===== config.mk =====
export PLATFORM = sky130hd
export DESIGN_NAME = dft64_sample_loader
export DESIGN_NICKNAME = d
export VERILOG_FILES = /design/src/rtl/dft64_sample_loader.sv
export SDC_FILE = /design/constraint.sdc
export NUM_CORES = 1
export LEC_CHECK = 0
export CAP_MARGIN = 20
export CORE_ASPECT_RATIO = 0.75
export CORE_MARGIN = 4
export CORE_UTILIZATION = 65
export CTS_CLUSTER_DIAMETER = 80
export DETAILED_ROUTE_END_ITERATION = 12
export GPL_ROUTABILITY_DRIVEN = 0
export PLACE_DENSITY_LB_ADDON = 0.1
export SLEW_MARGIN = 20
export SYNTH_ARGS = -nofsm -noshare
export SYNTH_HDL_FRONTEND = slang
export SYNTH_SLANG_ARGS = --single-unit

===== constraint.sdc =====
create_clock -name clk -period 4.6 [get_ports clk]
set_input_delay 0.69 -clock clk [delete_from_list [all_inputs] [get_ports clk]]
set_output_delay 0.69 -clock clk [all_outputs]
set_load 0.1 [all_outputs]

===== src/rtl/dft64_sample_loader.sv =====
// -----------------------------------------------------------------------------
// dft64_sample_loader
//
// Purpose:
//   Upstream feeder for dft64. It collects a serial stream of signed samples
//   into an N_POINTS-entry frame buffer. It then bursts the frame into dft64
//   as BEATS beats of LANES packed samples, with rel asserted on every beat.
//   After the burst it waits for dft64 done, or for a bounded timeout, and
//   only then accepts the next frame.
//
// Ports:
//   clk          in   1                 system clock, all logic on posedge
//   sreset       in   1                 synchronous active-high reset
//   in_sample    in   SAMPLE_W          incoming sample
//   in_valid     in   1                 in_sample is valid this cycle
//   in_ready     out  1                 loader accepts a sample this cycle
//   samples      out  LANES*SAMPLE_W    packed beat to dft64, lane 0 in MSBs
//   rel          out  1                 beat valid to dft64
//   done         in   1                 dft64 result-valid
//   busy         out  1                 frame in BURST or WAIT
//   timeout_err  out  1                 1-cycle pulse: done not seen in time
//   frame_cnt    out  8                 frames completed with done (wraps)
//
// N_POINTS must equal LANES * BEATS, and LANES must be a power of two.
// -----------------------------------------------------------------------------
module dft64_sample_loader #(
    parameter int SAMPLE_W     = 16,
    parameter int N_POINTS     = 64,
    parameter int LANES        = 8,
    parameter int DONE_TIMEOUT = 6
) (
    input  logic                      clk,
    input  logic                      sreset,
    input  logic [SAMPLE_W-1:0]       in_sample,
    input  logic                      in_valid,
    output logic                      in_ready,
    output logic [LANES*SAMPLE_W-1:0] samples,
    output logic                      rel,
    input  logic                      done,
    output logic                      busy,
    output logic                      timeout_err,
    output logic [7:0]                frame_cnt
);

    localparam int BEATS  = N_POINTS / LANES;
    localparam int PTR_W  = $clog2(N_POINTS);
    localparam int LANE_W = $clog2(LANES);
    localparam int BEAT_W = $clog2(BEATS);
    localparam int WAIT_W = $clog2(DONE_TIMEOUT + 1);

    typedef enum logic [1:0] {
        ST_FILL  = 2'd0,
        ST_BURST = 2'd1,
        ST_WAIT  = 2'd2
    } state_t;

    state_t              r_state;
    state_t              w_state_next;
    logic [PTR_W-1:0]    r_wptr;
    logic [PTR_W-1:0]    w_wptr_next;
    logic [BEAT_W-1:0]   r_beat;
    logic [BEAT_W-1:0]   w_beat_next;
    logic [WAIT_W-1:0]   r_wait_cnt;
    logic [WAIT_W-1:0]   w_wait_cnt_next;
    logic [7:0]          r_frame_cnt;
    logic [7:0]          w_frame_cnt_next;
    logic                r_timeout_err;
    logic                w_timeout_err_next;

    logic                w_accept;
    logic [LANE_W-1:0]   w_wr_lane;
    logic [BEAT_W-1:0]   w_wr_addr;
    logic [LANES*SAMPLE_W-1:0] w_beat_data;

    // in_ready is decoded from state only, so it never depends on in_valid.
    assign w_accept  = (r_state == ST_FILL) && in_valid;

    // Sample n lands in bank (n % LANES) at address (n / LANES). A whole beat
    // is then one address read across all banks in parallel.
    assign w_wr_lane = r_wptr[LANE_W-1:0];
    assign w_wr_addr = r_wptr[PTR_W-1:LANE_W];

    // -------------------------------------------------------------------------
    // Frame buffer: one bank per lane.
    // The read is asynchronous so that beat 0 is already on the bus in the
    // first BURST cycle, which is the cycle right after the final accept.
    // -------------------------------------------------------------------------
    genvar gi;
    generate
        for (gi = 0; gi < LANES; gi++) begin : g_bank
            logic [SAMPLE_W-1:0] r_bank [BEATS];

            always_ff @(posedge clk) begin
                if (w_accept && (w_wr_lane == LANE_W'(gi))) begin
                    r_bank[w_wr_addr] <= in_sample;
                end
            end

            // Lane 0 occupies the most significant slice of the beat.
            assign w_beat_data[(LANES-1-gi)*SAMPLE_W +: SAMPLE_W] = r_bank[r_beat];
        end
    endgenerate

    // -------------------------------------------------------------------------
    // State register
    // -------------------------------------------------------------------------
    always_ff @(posedge clk) begin
        if (sreset) begin
            r_state       <= ST_FILL;
            r_wptr        <= '0;
            r_beat        <= '0;
            r_wait_cnt    <= '0;
            r_frame_cnt   <= '0;
            r_timeout_err <= 1'b0;
        end else begin
            r_state       <= w_state_next;
            r_wptr        <= w_wptr_next;
            r_beat        <= w_beat_next;
            r_wait_cnt    <= w_wait_cnt_next;
            r_frame_cnt   <= w_frame_cnt_next;
            r_timeout_err <= w_timeout_err_next;
        end
    end

    // -------------------------------------------------------------------------
    // Next-state logic
    // -------------------------------------------------------------------------
    always_comb begin
        w_state_next       = r_state;
        w_wptr_next        = r_wptr;
        w_beat_next        = r_beat;
        w_wait_cnt_next    = r_wait_cnt;
        w_frame_cnt_next   = r_frame_cnt;
        w_timeout_err_next = 1'b0;

        case (r_state)
            ST_FILL: begin
                if (w_accept) begin
                    if (r_wptr == PTR_W'(N_POINTS - 1)) begin
                        w_state_next = ST_BURST;
                        w_wptr_next  = '0;
                        w_beat_next  = '0;
                    end else begin
                        w_wptr_next = r_wptr + 1'b1;
                    end
                end
            end

            // done is deliberately ignored here; only WAIT looks at it.
            ST_BURST: begin
                if (r_beat == BEAT_W'(BEATS - 1)) begin
                    w_state_next    = ST_WAIT;
                    w_beat_next     = '0;
                    w_wait_cnt_next = '0;
                end else begin
                    w_beat_next = r_beat + 1'b1;
                end
            end

            // done has priority over an expiring timeout in the same cycle.
            ST_WAIT: begin
                w_wait_cnt_next = r_wait_cnt + 1'b1;
                if (done) begin
                    w_state_next     = ST_FILL;
                    w_frame_cnt_next = r_frame_cnt + 8'd1;
                    w_wait_cnt_next  = '0;
                end else if (r_wait_cnt == WAIT_W'(DONE_TIMEOUT - 1)) begin
                    w_state_next       = ST_FILL;
                    w_timeout_err_next = 1'b1;
                    w_wait_cnt_next    = '0;
                end
            end

            default: begin
                w_state_next = ST_FILL;
            end
        endcase
    end

    // -------------------------------------------------------------------------
    // Outputs, decoded from registered state
    // -------------------------------------------------------------------------
    assign in_ready    = (r_state == ST_FILL);
    assign rel         = (r_state == ST_BURST);
    assign busy        = (r_state != ST_FILL);
    assign samples     = (r_state == ST_BURST) ? w_beat_data : '0;
    assign timeout_err = r_timeout_err;
    assign frame_cnt   = r_frame_cnt;

endmodule


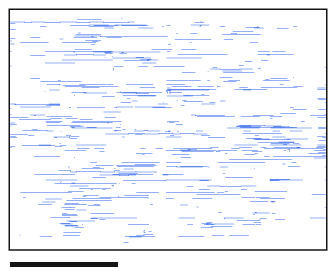
*The metal 3 layer*
Scale bar: 100 microns.
The wires run mostly horizontal. The layer carries 6,900 microns of wire.

==> flow_metrics.py <==
# Physical implementation metrics
metrics = {
    "outcome": {
        "outcome": "finished, final reports clean",
    },
    "final_layout": {
        "area_growth_pct": 15.0,
        "largest_register_ffs": 1024,
    },
    "power": {
        "seqPwrFrac_pct": 58.0,
        "p_total_w": 0.0181,
        "combinationalPowerShare_pct": 1.3,
        "ir_drop_mv": 0.330,
    },
    "setup_path": {
        "cpPeakStageDelay_ps": 740,
        "r2r_start": "r_wptr[3]$_SDFFE_PP0P_",
        "critPathCapture": "samples[59]",
        "cp-startpoint": "r_state[0]$_SDFFE_PP0P_",
    },
    "clock_tree": {
        "cts_hold_buf": 0,
        "cts_root_buffer": "clkbuf_16",
        "cts_tree": "built",
    },
    "floorplanning": {
        "fp.dieH_microns": 222,
        "fp-utilization_pct": 65.7,
        "io_pins": 160,
        "die_x_microns": 294,
    },
    "synth": {
        "ys_types": 47,
        "ys_chip_area_sq_um": 39800,
        "edf_count": 1024,
        "ys_ff": 1050,
        "ys_seq_share_pct": 78.5,
        "top_area_cell": "edfxtp_1",
        "synth_nets": 1760,
    },
    "grt": {
        "grt_pass1_wl_microns": 130000,
        "first_global_vias": 19100,
        "grt_max_degree": 84,
    },
    "detailed_routing": {
        "wl_met2_microns": 43600,
        "ant_nets": 0,
        "viasPerCell": 6.69,
        "dr.pass1.iters": 6,
        "route.detailed.drc": 0,
    },
    "final_timing": {
        "slew_headroom_pct": 24.9,
        "final-max-slew-violation-count": 0,
        "setup_ws_ps": 386,
        "whs_ps": 512,
        "rsz0062_at_grt": "no",
    },
    "min_path": {
        "min_from": "frame_cnt[5]$_SDFFE_PP0P_",
    },
}
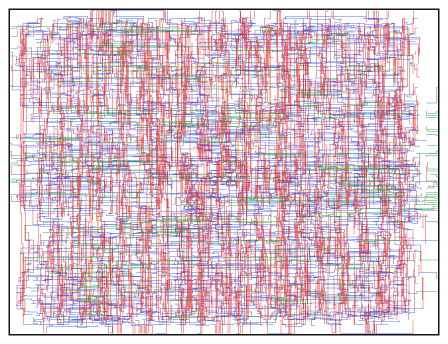
*Signal wires by layer*
M1: in blue, wire length 34.8 mm. M4: in orange, wire length 1,760 microns. M2: in red, wire length 43.6 mm. M3: in green, wire length 6,900 microns.
Routed WL per cell: 30.5 microns
vias post-DR: 19,100
GRT Util Overall: 27.3%
Total Wirelength: 87,000 microns

==> final cells by class <==
class	instances	area (sq um)
Clock inverter	45	354
Clock buffer	122	2490
Sequential cell	1050	31300
Fill cell	3171	14800
Multi-Input combinational cell	573	7950
Tap cell	800	1000
Antenna cell	1	2.50
Inverter	9	33.8
Timing Repair Buffer	250	2690
==> cell families (layout without fill, tap and decap cells) <==
| logic type | count (synthesis) | count (layout) | synth area share, % |
|---|---|---|---|
| and+or+nand+nor | 137 | 137 | 1.67 |
| buffers and inverters | 108 | 426 | 1.54 |
| muxes | 258 | 258 | 14.5 |
| DFF | 1050 | 1050 | 78.5 |
| AOI/OAI and AO/OA | 167 | 167 | 3.42 |
| other | 0 | 1 | 0 |
| adders and majority gates | 9 | 9 | 0.283 |
| xor gates and xnor gates | 2 | 2 | 0.0440 |
Power figures rest on the tool's default switching activity, not on a simulated workload.
